**config.mk**
```make
export PLATFORM = sky130hd
export DESIGN_NAME = disk_dma_sequencer_flat
export DESIGN_NICKNAME = d
export VERILOG_FILES = /design/src/rtl/disk_dma_pkg.sv /design/src/rtl/disk_dma_sequencer_if.sv /design/src/rtl/disk_dma_addr_gen.sv /design/src/rtl/disk_dma_sequencer.sv /design/src/flat_wrapper.sv
export SDC_FILE = /design/constraint.sdc
export NUM_CORES = 1
export LEC_CHECK = 0
export CORE_ASPECT_RATIO = 1.75
export CORE_UTILIZATION = 34
export DETAILED_ROUTE_END_ITERATION = 10
export PLACE_DENSITY = 0.81
export SLEW_MARGIN = 20
export SYNTH_ARGS = -nofsm -noshare
export SYNTH_HDL_FRONTEND = slang
export SYNTH_SLANG_ARGS = --single-unit
```
**constraint.sdc**
```tcl
create_clock -name clk -period 2.1 [get_ports clk]
set_clock_uncertainty 0.15 [all_clocks]
set_input_delay 0.315 -clock clk [delete_from_list [all_inputs] [get_ports clk]]
set_output_delay 0.315 -clock clk [all_outputs]
set_load 0.02 [all_outputs]
```
**src/rtl/disk_dma_pkg.sv**
```systemverilog
// Shared types and constants for the disk DMA sequencer: FSM state encoding,
// transfer direction codes and disk geometry widths.
package disk_dma_pkg;

    typedef enum logic [2:0] {
        ST_IDLE,
        ST_LOAD,
        ST_PRIME,
        ST_STORE,
        ST_DONE
    } dma_state_t;

    localparam logic DIR_LOAD  = 1'b0;
    localparam logic DIR_STORE = 1'b1;

    localparam int unsigned SECTOR_WORDS = 128;

    localparam int unsigned TRACK_W     = 3;
    localparam int unsigned SECTOR_W    = 5;
    localparam int unsigned DISK_ADDR_W = 7;
    localparam int unsigned DATA_W      = 32;

endpackage

```
**src/rtl/disk_dma_sequencer_if.sv**
```systemverilog
// Disk-controller and RAM bus driven by the DMA sequencer.
// master: the sequencer; slave: the disk controller / RAM side.
interface disk_dma_sequencer_if #(
    parameter int unsigned MEM_ADDR_W = 10
);
    import disk_dma_pkg::*;

    logic [TRACK_W-1:0]     disk_track;
    logic [SECTOR_W-1:0]    disk_sector;
    logic [DISK_ADDR_W-1:0] disk_addr;
    logic                   disk_read;
    logic                   disk_write;
    logic [DATA_W-1:0]      disk_wdata;
    logic [DATA_W-1:0]      disk_rdata;
    logic [MEM_ADDR_W-1:0]  mem_addr;
    logic                   mem_we;
    logic [DATA_W-1:0]      mem_wdata;
    logic [DATA_W-1:0]      mem_rdata;

    modport master (
        output disk_track, disk_sector, disk_addr, disk_read, disk_write, disk_wdata,
        output mem_addr, mem_we, mem_wdata,
        input  disk_rdata, mem_rdata
    );

    modport slave (
        input  disk_track, disk_sector, disk_addr, disk_read, disk_write, disk_wdata,
        input  mem_addr, mem_we, mem_wdata,
        output disk_rdata, mem_rdata
    );

endinterface

```
**src/rtl/disk_dma_addr_gen.sv**
```systemverilog
// Address generation for the disk DMA sequencer: word index within the sector,
// wrapping RAM address pointer, count decode (0 means a full sector) and the
// last-word flag.
module disk_dma_addr_gen import disk_dma_pkg::*; #(
    parameter int unsigned MEM_ADDR_W   = 10,
    parameter int unsigned SECTOR_WORDS = 128
) (
    input  logic                   clk,
    input  logic                   rst_n,
    input  logic                   load,
    input  logic                   adv_idx,
    input  logic                   adv_mem,
    input  logic [MEM_ADDR_W-1:0]  base,
    input  logic [DISK_ADDR_W-1:0] count,
    output logic [DISK_ADDR_W-1:0] index,
    output logic [MEM_ADDR_W-1:0]  mem_addr,
    output logic                   last
);

    logic [DISK_ADDR_W:0] count_eff;
    logic [DISK_ADDR_W:0] count_q;

    // A zero count selects a whole sector.
    always_comb begin
        count_eff = (count == '0) ? 8'(SECTOR_WORDS) : {1'b0, count};
    end

    // Last word of the transfer is the one whose index equals count-1.
    always_comb begin
        last = ({1'b0, index} == (count_q - 8'd1));
    end

    // Index and RAM pointer: loaded on an accepted command, advanced per word.
    // The RAM pointer wraps naturally at 2**MEM_ADDR_W.
    always_ff @(posedge clk or negedge rst_n) begin
        if (!rst_n) begin
            index    <= '0;
            mem_addr <= '0;
            count_q  <= '0;
        end else if (load) begin
            index    <= '0;
            mem_addr <= base;
            count_q  <= count_eff;
        end else begin
            if (adv_idx) index    <= index + 7'd1;
            if (adv_mem) mem_addr <= mem_addr + 1'b1;
        end
    end

endmodule

```
**src/rtl/disk_dma_sequencer.sv**
```systemverilog
// Disk DMA sequencer: moves up to one sector of 32-bit words between the disk
// controller and RAM, one word per cycle, after a single start pulse.
// Optional running checksum of transferred words: define DISK_DMA_CHECKSUM_EN.
module disk_dma_sequencer import disk_dma_pkg::*; #(
    parameter int unsigned MEM_ADDR_W   = 10,
    parameter int unsigned SECTOR_WORDS = 128
) (
    input  logic                   clk,
    input  logic                   rst_n,
    input  logic                   start,
    input  logic                   dir,
    input  logic [TRACK_W-1:0]     cmd_track,
    input  logic [SECTOR_W-1:0]    cmd_sector,
    input  logic [MEM_ADDR_W-1:0]  cmd_mem_base,
    input  logic [DISK_ADDR_W-1:0] cmd_count,
    output logic                   busy,
    output logic                   done,
    output logic [DATA_W-1:0]      checksum,
    disk_dma_sequencer_if.master   bus
);

    dma_state_t             state;
    logic [TRACK_W-1:0]     track_q;
    logic [SECTOR_W-1:0]    sector_q;
    logic                   rd_q;
    logic                   wr_q;
    logic                   we_q;
    logic                   accept;
    logic                   adv_idx;
    logic                   adv_mem;
    logic                   last;
    logic [DISK_ADDR_W-1:0] index;

    // Command acceptance and per-state address stepping.
    always_comb begin
        accept  = (state == ST_IDLE) && start;
        adv_idx = (state == ST_LOAD) || (state == ST_STORE);
        adv_mem = adv_idx || (state == ST_PRIME);
    end

    disk_dma_addr_gen #(
        .MEM_ADDR_W   (MEM_ADDR_W),
        .SECTOR_WORDS (SECTOR_WORDS)
    ) u_addr_gen (
        .clk      (clk),
        .rst_n    (rst_n),
        .load     (accept),
        .adv_idx  (adv_idx),
        .adv_mem  (adv_mem),
        .base     (cmd_mem_base),
        .count    (cmd_count),
        .index    (index),
        .mem_addr (bus.mem_addr),
        .last     (last)
    );

    // Transfer sequencing FSM with registered status and strobes.
    always_ff @(posedge clk or negedge rst_n) begin
        if (!rst_n) begin
            state    <= ST_IDLE;
            busy     <= 1'b0;
            done     <= 1'b0;
            rd_q     <= 1'b0;
            wr_q     <= 1'b0;
            we_q     <= 1'b0;
            track_q  <= '0;
            sector_q <= '0;
        end else begin
            case (state)
                ST_IDLE: begin
                    done <= 1'b0;
                    if (start) begin
                        track_q  <= cmd_track;
                        sector_q <= cmd_sector;
                        busy     <= 1'b1;
                        if (dir == DIR_LOAD) begin
                            state <= ST_LOAD;
                            rd_q  <= 1'b1;
                            we_q  <= 1'b1;
                        end else begin
                            state <= ST_PRIME;
                        end
                    end
                end
                ST_LOAD: begin
                    if (last) begin
                        state <= ST_DONE;
                        busy  <= 1'b0;
                        done  <= 1'b1;
                        rd_q  <= 1'b0;
                        we_q  <= 1'b0;
                    end
                end
                ST_PRIME: begin
                    state <= ST_STORE;
                    wr_q  <= 1'b1;
                end
                ST_STORE: begin
                    if (last) begin
                        state <= ST_DONE;
                        busy  <= 1'b0;
                        done  <= 1'b1;
                        wr_q  <= 1'b0;
                    end
                end
                ST_DONE: begin
                    done  <= 1'b0;
                    state <= ST_IDLE;
                end
                default: begin
                    state <= ST_IDLE;
                    busy  <= 1'b0;
                    done  <= 1'b0;
                    rd_q  <= 1'b0;
                    wr_q  <= 1'b0;
                    we_q  <= 1'b0;
                end
            endcase
        end
    end

    // Bus drive; data paths are pass-throughs gated to zero outside their phase.
    always_comb begin
        bus.disk_track  = track_q;
        bus.disk_sector = sector_q;
        bus.disk_addr   = index;
        bus.disk_read   = rd_q;
        bus.disk_write  = wr_q;
        bus.mem_we      = we_q;
        bus.mem_wdata   = (state == ST_LOAD)  ? bus.disk_rdata : '0;
        bus.disk_wdata  = (state == ST_STORE) ? bus.mem_rdata  : '0;
    end

`ifdef DISK_DMA_CHECKSUM_EN
    logic [DATA_W-1:0] csum_q;

    // Running modulo-2**32 sum of every word moved; cleared on each accepted start.
    always_ff @(posedge clk or negedge rst_n) begin
        if (!rst_n) begin
            csum_q <= '0;
        end else if (accept) begin
            csum_q <= '0;
        end else if (state == ST_LOAD) begin
            csum_q <= csum_q + bus.disk_rdata;
        end else if (state == ST_STORE) begin
            csum_q <= csum_q + bus.mem_rdata;
        end
    end

    assign checksum = csum_q;
`else
    assign checksum = '0;
`endif

endmodule
```
**src/flat_wrapper.sv**
```systemverilog
// flat-port wrapper written by rule: the top's interface ports become plain ports
module disk_dma_sequencer_flat import disk_dma_pkg::*;
#(
    parameter int unsigned MEM_ADDR_W   = 10,
    parameter int unsigned SECTOR_WORDS = 128
)
  (clk, rst_n, start, dir, cmd_track, cmd_sector, cmd_mem_base, cmd_count, busy, done, checksum, bus_disk_track, bus_disk_sector, bus_disk_addr, bus_disk_read, bus_disk_write, bus_disk_wdata, bus_mem_addr, bus_mem_we, bus_mem_wdata, bus_disk_rdata, bus_mem_rdata);
  disk_dma_sequencer_if #(.MEM_ADDR_W(MEM_ADDR_W)) bus_i ();
  input  logic clk;
  input  logic rst_n;
  input  logic start;
  input  logic dir;
  input  logic [TRACK_W-1:0] cmd_track;
  input  logic [SECTOR_W-1:0] cmd_sector;
  input  logic [MEM_ADDR_W-1:0] cmd_mem_base;
  input  logic [DISK_ADDR_W-1:0] cmd_count;
  output logic busy;
  output logic done;
  output logic [DATA_W-1:0] checksum;
  output wire logic [$bits(bus_i.disk_track)-1:0] bus_disk_track;
  output wire logic [$bits(bus_i.disk_sector)-1:0] bus_disk_sector;
  output wire logic [$bits(bus_i.disk_addr)-1:0] bus_disk_addr;
  output wire logic [$bits(bus_i.disk_read)-1:0] bus_disk_read;
  output wire logic [$bits(bus_i.disk_write)-1:0] bus_disk_write;
  output wire logic [$bits(bus_i.disk_wdata)-1:0] bus_disk_wdata;
  output wire logic [$bits(bus_i.mem_addr)-1:0] bus_mem_addr;
  output wire logic [$bits(bus_i.mem_we)-1:0] bus_mem_we;
  output wire logic [$bits(bus_i.mem_wdata)-1:0] bus_mem_wdata;
  input wire logic [$bits(bus_i.disk_rdata)-1:0] bus_disk_rdata;
  input wire logic [$bits(bus_i.mem_rdata)-1:0] bus_mem_rdata;
  assign bus_disk_track = bus_i.disk_track;
  assign bus_disk_sector = bus_i.disk_sector;
  assign bus_disk_addr = bus_i.disk_addr;
  assign bus_disk_read = bus_i.disk_read;
  assign bus_disk_write = bus_i.disk_write;
  assign bus_disk_wdata = bus_i.disk_wdata;
  assign bus_mem_addr = bus_i.mem_addr;
  assign bus_mem_we = bus_i.mem_we;
  assign bus_mem_wdata = bus_i.mem_wdata;
  assign bus_i.disk_rdata = bus_disk_rdata;
  assign bus_i.mem_rdata = bus_mem_rdata;
  disk_dma_sequencer #(.MEM_ADDR_W(MEM_ADDR_W), .SECTOR_WORDS(SECTOR_WORDS)) u_core (.clk(clk), .rst_n(rst_n), .start(start), .dir(dir), .cmd_track(cmd_track), .cmd_sector(cmd_sector), .cmd_mem_base(cmd_mem_base), .cmd_count(cmd_count), .busy(busy), .done(done), .checksum(checksum), .bus(bus_i));
endmodule
```
==> run notes <==
Implementation run completed; key figures follow.

Status:
- The flow ran to the end, and the final reports show no timing, DRC or antenna violations.

Yosys:
- The synthesized instance count is between 300 and 400.
- The run gives the number of flip-flops and latches in the synthesized netlist as around 40.
- The run puts the register area share after synthesis at 0.349.
- For this run the top cell type by instance count after synthesis was sky130_fd_sc_hd__and3_1.
- The commonest cells after synthesis are sky130_fd_sc_hd__and3_1, sky130_fd_sc_hd__nand2_1, sky130_fd_sc_hd__dfrtp_1.
- The run gives the share of flip-flops with an asynchronous set or reset after synthesis as 1.00.
- Of the total synthesized cell area, the portion taken by AND, OR, NAND and NOR gates is 0.350.
- The run gives the cell area after technology mapping as approximately 2900 um2.
- Yosys attributes the largest share of cell area to sky130_fd_sc_hd__dfrtp_1, sky130_fd_sc_hd__and3_1, sky130_fd_sc_hd__buf_4.
- The run gives the Yosys warning count as 0.
- The run gives the largest combinational cell category by area as simple AND/OR/NAND/NOR gates.
- In this run, synthesis inferred 0 flip-flops with an integrated enable.
- Of the post-synthesis cell area, the dominant cell type holds 0.349.
- The run gives the post-synthesis chip area from yosys as around 2900 um2.
- The run gives the unique cell type count in the Yosys netlist as roughly 47.
- The run gives the fraction of the mapped netlist area in compound gates as 0.117.
- The run gives the xor/xnor share of the synthesized area as 0.0336.
- Of the total synthesized cell area, the portion taken by full adders, half adders and majority gates is 0.0131.
- Among all flip-flop cells after synthesis, the most frequent one is sky130_fd_sc_hd__dfrtp_1.
- After synthesis, the mean cell area works out to 7.86 um2.

Cells and area:
- The run gives the combinational share of cell area as 0.331.
- The run puts the ratio of cells with drive above 1 in the final layout at 0.0616.
- The run puts the synthesis-to-layout area growth at 70.1%.
- Registers take around 1000 um2.
- After the flow finishes, the layout carries non-filler instances totaling roughly 640.
- The run gives the top register by number of flip-flops as u_core.u_addr_gen.mem_addr.
- The register with the most flip-flops in the layout has 10 of them.
- The layout has 6 clock buffers.
- The run puts the multi-input combinational cell count at 292.
- The run puts the post-layout utilization of the core at 0.591.
- The run gives the sequential cell count as about 40.
- The run puts the area fraction of clock buffers and clock inverters at 0.0275.
- Looking at the area split, the leading class of cells is non-clock buffers.
- Per the cell usage report, the commonest logic cell in the layout is sky130_fd_sc_hd__clkdlybuf4s50_1.
- The registers reported with the highest flop counts are u_core.u_addr_gen.mem_addr (10), u_core.u_addr_gen.count_q (8), u_core.u_addr_gen.index (7).
- The run puts the area of all placed cells without fillers at 4880 um2.
- The run puts the final-layout non-clock buffer area share at 0.407.
- The run gives the logic area as 1620 um2.
- The run puts the number of ordinary and repair buffers in the finished layout at about 210.

Route:
- The DRC violation total left in the routed layout is recorded as 0.
- The run puts the via count at about 3.3k.
- The run puts the wire length on met2 at between 4000 and 5000 um.
- Dividing the detail-routed via count by the number of cells gives 5.10.
- The run gives the tally of nets with antenna violations remaining after routing as 0.
- In this run the top signal layer used is met4.
- In the log, the iteration count for the first detailed-route pass is 5.
- The detailed router put a total of roughly 3300 um of wire on met1.
- The run gives the wire length reported by the detailed router as 9140 um.
- After detailed routing, the average wire length per cell comes to 14.2 um.
- The run puts the number of violations reported at the end of detailed-routing iteration 0 at roughly 160.
- The run gives the detailed route wirelength on metal3 as between 700 and 800 um.

Hold path:
- The type recorded for the worst min-delay path is reg2reg.

GRT:
- The run gives the number of antenna violations at the first check in global routing as 0.
- The run puts the met1 capacity usage during global routing at 0.219.
- The via count of the first global-routing pass was roughly 3.2k.
- The run puts the first-pass GRT wire length at between 10000 and 15000 um.
- The run gives the leftover overflow at the end of global routing as 0.
- The run puts the pin count of the biggest net entering global routing at roughly 55.
- For this run, global-route usage on met3 was measured as 0.0497.
- The run gives the overall routing resource usage as 0.206.
- After global routing, the most crowded layer is met2.
- The run gives the met2 track demand over resource as 0.382.

Placement:
- The run puts the final weighted congestion in routability-driven placement at 0.854.
- The run puts the HPWL after detailed placement at approximately 7100 um.
- The run gives the number of input and output port buffers inserted as between 150 and 200.
- After detailed placement, the design holds a cell count of between 600 and 700.
- The run puts the instance area after placement at 4780 um2.
- The run gives the worst setup slack before clock tree synthesis as 0.0547 ns.

Die:
- The run gives the die outline area as approximately 8800 um2.
- The run gives the count of inserted tapcells as 92.
- The run puts the number of ports placed on the die boundary at between 200 and 250.
- The run puts the width of the die at 71.4 um.
- In this run the core area contains ~44 standard-cell rows.
- The run puts the die outline height at 123 um.
- The run gives the initial core utilization as 0.347.

Clocking:
- The run puts the number of H-tree levels at 2.
- For the worst-skew pair, the clock arrives at the later sink with an insertion delay of 0.28 ns.
- Per the repair_timing log after CTS, setup buffers inserted total 0.
- The run gives the root cell of the clock tree as sky130_fd_sc_hd__clkbuf_16.
- The run gives the deepest clock path buffer count as 2.
- The run gives the number of buffers added by the clock tree synthesis step as 5.

Timing:
- Counting endpoints that fail hold in the final report gives 0.
- Setup repair after global routing left no endpoint under its margin.
- The run puts the worst slack on hold paths at approximately 0.32 ns.
- The run gives the slack of the critical path as 0.0617 ns.
- The run gives the aggregate negative setup slack as 0 ns.
- The run gives the total count of max-transition violations in the final report as 0.
- The run gives the achievable frequency as roughly 500 MHz.
- The run gives the final cycle utilization of the critical path as 0.971.
- The worst path needs ~2 ns of the cycle, external delays included.
- The run gives the final setup violation count as 0.

Power:
- The run gives the reported combinational group power as 4.28 mW.
- The run gives the static leakage as between 2 and 2.5 nW.
- The run puts the power density relative to cell area at around 1300 nW/um2.
- The run puts the maximum vdd ir drop at slightly above 0.5 mV.
- Per the OpenROAD power report, switching power amounts to approximately 3.0 mW.
- The run gives the main power-consuming group as combinational cells.
- The power report lists cell-internal power as about 3.5 mW.
- The run puts the combinational share of power at 0.655.
- The run puts the clock-net power at between 0.7 and 0.8 mW.
- The share of total power dissipated in the clock network is 0.111.

Setup path:
- The run gives the combined buffer and inverter count along the critical path as 2.
- For this design, the slowest cell found on the critical path is sky130_fd_sc_hd__dfrtp_1.
- The run gives the largest delay contributor family on the critical path as buffers and inverters.
- The cell sequence reported for the critical path is nor2b_4, buf_12, and3_1, dlygate4sd2_1.
- The run puts the arrival time at the worst endpoint at 1.57 ns.
- The run gives the startpoint class of the critical path as a flip-flop.
- The run puts the worst endpoint required time at 1.63 ns.
- The largest single stage delay on the critical path is 0.40 ns.
- Looking at the setup timing report, the critical path kind is reg2out.
- The worst setup path is captured at an output port.
- The run puts the largest fanout on the critical path at ~54.

Run:
- The run puts the count of maximum capacitance violations at 0.
- The logs give a warning total of 26.
-- run 1: what timing repair did --
item,4_1_cts,5_1_grt
setup endpoints to repair,64,29
gates cloned,0,0
gates resized,64,17
endpoints found under the hold margin,18,0
pin swaps,0,1
hold buffers,1,0
-- run 1: worst paths after layout --
check	startpoint	end	slack (ns)	cells after the start
min in group asynchronous	rst_n	u_core.bus.disk_sector[1]	0.37	2
worst max-delay path	u_core.state[2]	bus_disk_wdata[5]	0.06	4
worst max register to register	u_core.state[1]	u_core.u_addr_gen.mem_addr[8]	0.13	6
worst min-delay path	u_core.bus.disk_sector[3]	u_core.bus.disk_sector[3]	0.32	2
max in group asynchronous	rst_n	u_core.u_addr_gen.index[1]	0.88	3
worst min register to register	u_core.bus.disk_sector[3]	u_core.bus.disk_sector[3]	0.32	2
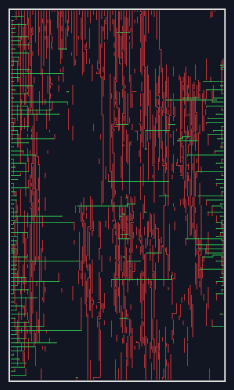
run_1/layers.png
Scale: 3 px per um. Only two layers are drawn.
| colour | layer | wire length |
|---|---|---|
| red | M2 | 4830 um |
| green | M3 | 758 um |

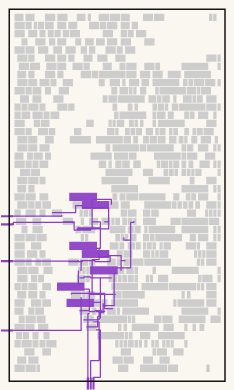
run_1/port_trees.png
Scale: 3 px per um.
| colour | port | bits | direction | edge | end cells | buffers | wire |
|---|---|---|---|---|---|---|---|
| purple | bus_disk_addr | 7 | output | 4 left, 3 bottom | 7 | 7 | 446 um |

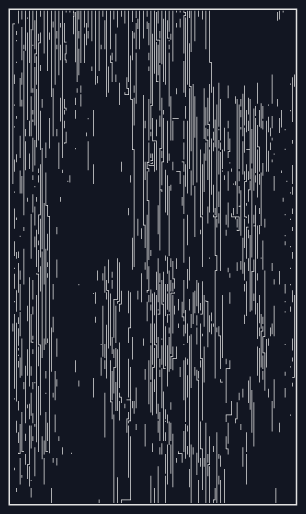
run_1/m2.png
Scale: 4 px per um.
longest straight run: 59.2 um
nets with wire on the layer: 572

Power and IR drop assume default switching activity.
